<file path="src/rtl/qclk_sched.sv">
// Timed-command scheduler: queues (timestamp, payload) commands in order and
// releases each payload as a one-cycle pulse once qclk reaches its timestamp.
module qclk_sched #(
    parameter int WIDTH      = 32,
    parameter int DATA_WIDTH = 32,
    parameter int DEPTH      = 4
) (
    input  logic                   clk,
    input  logic                   rst,
    input  logic [WIDTH-1:0]       qclk_val,
    input  logic                   qclk_load,
    input  logic                   flush,
    input  logic [WIDTH-1:0]       cmd_time,
    input  logic [DATA_WIDTH-1:0]  cmd_data,
    input  logic                   cmd_valid,
    output logic                   cmd_ready,
    output logic [DATA_WIDTH-1:0]  out_data,
    output logic                   out_valid,
    output logic                   out_late,
    output logic [$clog2(DEPTH):0] count
);

    localparam int PTR_W = $clog2(DEPTH);
    localparam int CNT_W = PTR_W + 1;

    logic [WIDTH-1:0]      time_mem [DEPTH];
    logic [DATA_WIDTH-1:0] data_mem [DEPTH];
    logic [PTR_W-1:0]      wr_ptr;
    logic [PTR_W-1:0]      rd_ptr;

    logic                  push;
    logic                  pop;
    logic [WIDTH-1:0]      head_time;
    logic [DATA_WIDTH-1:0] head_data;
    logic [WIDTH-1:0]      diff;

    // Handshake: a command transfers on any cycle where cmd_valid && cmd_ready;
    // cmd_ready looks only at the registered count, so a same-cycle pop never
    // frees a slot for that cycle's push. flush discards a concurrent push.
    assign cmd_ready = (count < CNT_W'(DEPTH));
    assign push      = cmd_valid && cmd_ready && !flush;

    assign head_time = time_mem[rd_ptr];
    assign head_data = data_mem[rd_ptr];

    // Modulo difference read as two's complement: zero is on time, negative is late.
    assign diff = head_time - qclk_val;
    assign pop  = !flush && !qclk_load && (count != '0)
                  && ((diff == '0) || diff[WIDTH-1]);

    always_ff @(posedge clk) begin
        if (push) begin
            time_mem[wr_ptr] <= cmd_time;
            data_mem[wr_ptr] <= cmd_data;
        end
    end

    always_ff @(posedge clk or posedge rst) begin
        if (rst) begin
            wr_ptr    <= '0;
            rd_ptr    <= '0;
            count     <= '0;
            out_data  <= '0;
            out_valid <= 1'b0;
            out_late  <= 1'b0;
        end else begin
            out_valid <= pop;
            if (pop) begin
                out_data <= head_data;
                out_late <= (diff != '0);
            end else begin
                out_late <= 1'b0;
            end

            if (flush) begin
                wr_ptr <= '0;
                rd_ptr <= '0;
                count  <= '0;
            end else begin
                if (push) wr_ptr <= wr_ptr + PTR_W'(1);
                if (pop)  rd_ptr <= rd_ptr + PTR_W'(1);
                count <= count + CNT_W'(push) - CNT_W'(pop);
            end
        end
    end

endmodule
</file>
<file path="config.mk">
export PLATFORM = sky130hd
export DESIGN_NAME = qclk_sched
export DESIGN_NICKNAME = d
export VERILOG_FILES = /design/src/rtl/qclk_sched.sv
export SDC_FILE = /design/constraint.sdc
export NUM_CORES = 1
export LEC_CHECK = 0
export CORE_ASPECT_RATIO = 1.4
export CORE_MARGIN = 2
export CORE_UTILIZATION = 53
export CTS_BUF_LIST = sky130_fd_sc_hd__clkbuf_8
export CTS_CLUSTER_SIZE = 25
export DETAILED_ROUTE_END_ITERATION = 8
export HOLD_SLACK_MARGIN = 0.05
export PLACE_DENSITY_LB_ADDON = 0.12
export SLEW_MARGIN = 5
export SYNTH_ARGS = -nofsm -noshare
export SYNTH_HDL_FRONTEND = slang
export SYNTH_SLANG_ARGS = --single-unit
</file>
<file path="constraint.sdc">
create_clock -name clk -period 6.8 [get_ports clk]
set_input_delay 1.02 -clock clk [delete_from_list [all_inputs] [get_ports clk]]
set_output_delay 1.02 -clock clk [all_outputs]
set_load 0.005 [all_outputs]
</file>
==> results.json <==
{
  "grtUsageTotal_pct": 21.6,
  "cts_buffers": 43,
  "reg2reg_slack_ns": 0.90,
  "yosysChipArea_sq_um": 13100,
  "grt_pass1_vias": 7922,
  "ys_cells": 774,
  "clock_sinks": 297,
  "crit_path_top_delay_cell": "dfrtp_4",
  "io-pin-count": 139,
  "ys_seq_share_pct": 66.6,
  "die_y_um": 190,
  "comb_area_sq_um": 4070,
  "nets": 1072,
  "whs_endpoint": "out_data[8]",
  "p_int_uw": 4000,
  "cts_hold_buffers": 0,
  "netlist-cell-type-count": 62,
  "enable_flop_cells": 256,
  "path_class": "register to register",
  "path_depth": 20,
  "drv_slew": 0,
  "warnings": 29,
  "area_leaders": "edfxtp_1 (59%), mux4_2 (11%), dfrtp_1 (7.8%)",
  "firstDrtPassIters": 5,
  "synth_warnings": 0,
  "grt_setup_unrepaired": "no",
  "cts_root_buffer": "clkbuf_8",
  "rr_worst_depth": 20,
  "grt_pass1_wl_um": 42200,
  "status": "finished clean",
  "path_delay_family": "simple AND/OR/NAND/NOR gates",
  "combinationalPowerShare_pct": 34.9,
  "clk_latency_ns": 0.56,
  "die_w_um": 137,
  "gr-total-overflow": 0,
  "cp_max_fo": 32,
  "power_frac_seq_pct": 40.6,
  "pwr-share-clk_pct": 24.5,
  "area_growth_pct": 19.7,
  "swShare_pct": 30.6,
  "max_stage_delay_ns": 0.86,
  "crit_chain": "buf_4 > mux4_2 > ha_1 > nand4_1 > a2111oi_1 > nor4_2 > xnor2_1 > or4_1 > nor4_1 > and3_2 > a21oi_4 > inv_1 > ha_1 > inv_1 > ha_1 > inv_1 > fa_1 > xnor2_1 > xnor2_1 > nor2_1",
  "synthesis.instances": 774,
  "power_uw": 5760,
  "cts_setup_buffers": 0,
  "drive_gt1_share_pct": 18.3,
  "synth-main-ff-cell": "edfxtp_1",
  "drt_iter0_markers": 339,
  "htree_levels": 2,
  "hold_class": "register to register",
  "avgRoutedWirePerCell_um": 21.3,
  "r2r_start": "rd_ptr[0]",
  "worstPathRequired_ns": 7.22,
  "relSlewSlack_pct": 30.3,
  "syn_nets": 914,
  "initial_core_util_pct": 53.4,
  "syn_area_sq_um": 13100,
  "drtAntennaViolNets": 0,
  "placed_area_sq_um": 14800,
  "startpoint": "rd_ptr[0]",
  "worst-path-buf-inv": 4,
  "final.setup_skew_ns": 0.0134,
  "fin_crit_ns": 5.90,
  "via_per_inst": 5.81,
  "numPortBuffers": 138,
  "min-delay-start": "out_data[8]",
  "setup_viol": 0,
  "yosysTopAreaCell": "edfxtp_1",
  "setup-tns-final_ns": 0,
  "most_common_cell": "edfxtp_1",
  "powerDensity_nw_per_um2": 368,
  "power_leakage_uw": 0.00561,
  "nFillCells": 1804,
  "ir_drop_uv": 260,
  "hold_depth": 1
}
[power groups by stage]
stage | clock [uW] | sequential [uW] | combinational (uW)
final | 1410 | 2340 | 2010
after global routing | 1520 | 2360 | 2180
after CTS | 1450 | 2340 | 2020
after detailed placement | 0 | 2380 | 2000
after global placement | 0 | 2370 | 1970
after floorplan | 0 | 2310 | 1390
[through the flow]
stage          hold WS (ns)  utilization [%]  setup slack, ns  cells
6_report              0.509             63.9            0.900   1281
5_1_grt               0.529             63.9            0.491   1281
4_1_cts               0.510             63.9            0.836   1280
3_5_place_dp          0.491             60.4            0.797   1202
3_3_place_gp          0.494             60.4            0.968   1202
2_1_floorplan         0.504                -            0.311    774
[kinds of logic (layout without fill, tap and decap cells)]
| family | count (synthesis) | count (layout) | synth area share, % |
|---|---|---|---|
| muxes | 102 | 102 | 15.0 |
| DFF | 297 | 297 | 66.6 |
| xor gates and xnor gates | 19 | 19 | 1.27 |
| other | 0 | 1 | 0 |
| adders and majority gates | 39 | 39 | 3.84 |
| AOI/OAI and AO/OA | 116 | 116 | 5.76 |
| buffers and inverters | 79 | 270 | 2.45 |
| and+or+nand+nor | 122 | 122 | 5.04 |
[registers in the layout, indices dropped and copies added (netlist names)]
name / flops
out_data: 32
rd_ptr: 2
data_mem: 128
wr_ptr: 2
time_mem: 128
out_valid: 1
out_late: 1
count: 3
[cell type report]
| type | instances | area share, % |
|---|---|---|
| flip-flops and latches | 297 | 55.7 |
| repair buffers | 145 | 9.23 |
| multi-input cells | 398 | 26.0 |
| diodes | 1 | 0.0160 |
| clock buffers | 48 | 4.22 |
| inverters | 47 | 1.13 |
| clock inverters | 30 | 1.28 |
| well taps | 315 | 2.52 |
[layer usage]
metal	up-vias	GRT usage (%)	wire length, um
met5	-	0	0
met4	0	8.45	904
met3	73	4.50	1380
met2	224	38.7	14600
met1	3779	25.2	10400
li1	3373	-	-
[worst reg2reg max path, stage by stage (launching register included)]
cell and delay, ns:
dfrtp_4 0.86, buf_4 0.40, mux4_2 0.55, ha_1 0.50, nand4_1 0.24, a2111oi_1 0.53, nor4_2 0.08, xnor2_1 0.14
or4_1 0.54, nor4_1 0.25, and3_2 0.27, a21oi_4 0.07, inv_1 0.11, ha_1 0.23, inv_1 0.05, ha_1 0.13
inv_1 0.05, fa_1 0.37, xnor2_1 0.19, xnor2_1 0.14, nor2_1 0.05
[layout by cell type (no fill, tap or decap), types with 3 or more instances in the layout]
cell,n
nor3_1,10
clkinv_1,6
clkdlybuf4s50_1,138
xnor2_1,13
o2111ai_1,3
o211ai_1,5
nor2b_1,11
buf_4,6
a2111oi_0,3
clkbuf_8,48
edfxtp_1,256
mux2_4,28
nand4_1,11
and2_4,4
a21oi_1,39
nor3b_1,5
o21a_1,5
o31ai_1,5
nand3_1,10
xor2_1,6
clkinv_2,7
a211oi_1,3
mux2i_1,5
nand2_1,18
mux2_2,5
a21o_1,12
inv_1,60
bufinv_16,3
dfrtp_1,39
nor2_1,25
ha_1,37
o21ai_0,22
mux4_2,64
or3_1,6
or4_1,4
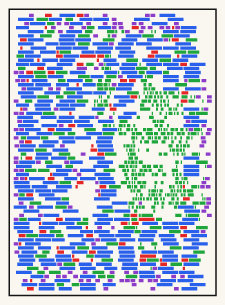
(images/class_map.png)
(1.5 px per um)
| color | class | cells | share of their area |
|---|---|---|---|
| purple | remaining buffers and delay cells | 145 | 9.5% |
| green | remaining logic cells | 445 | 28% |
| red | clock drivers and dummy loads | 78 | 5.6% |
| blue | registers | 297 | 57% |
row count: 68
sequential cell area share: 55.7%
Core Area: 24,500 sq um

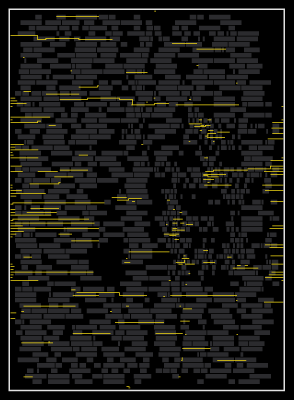
(images/m3.png)
(2 px per um) Cells faint in the background.
nets with wire on the layer: 119
main direction: horizontal

Power is estimated from default activity; no workload was simulated.
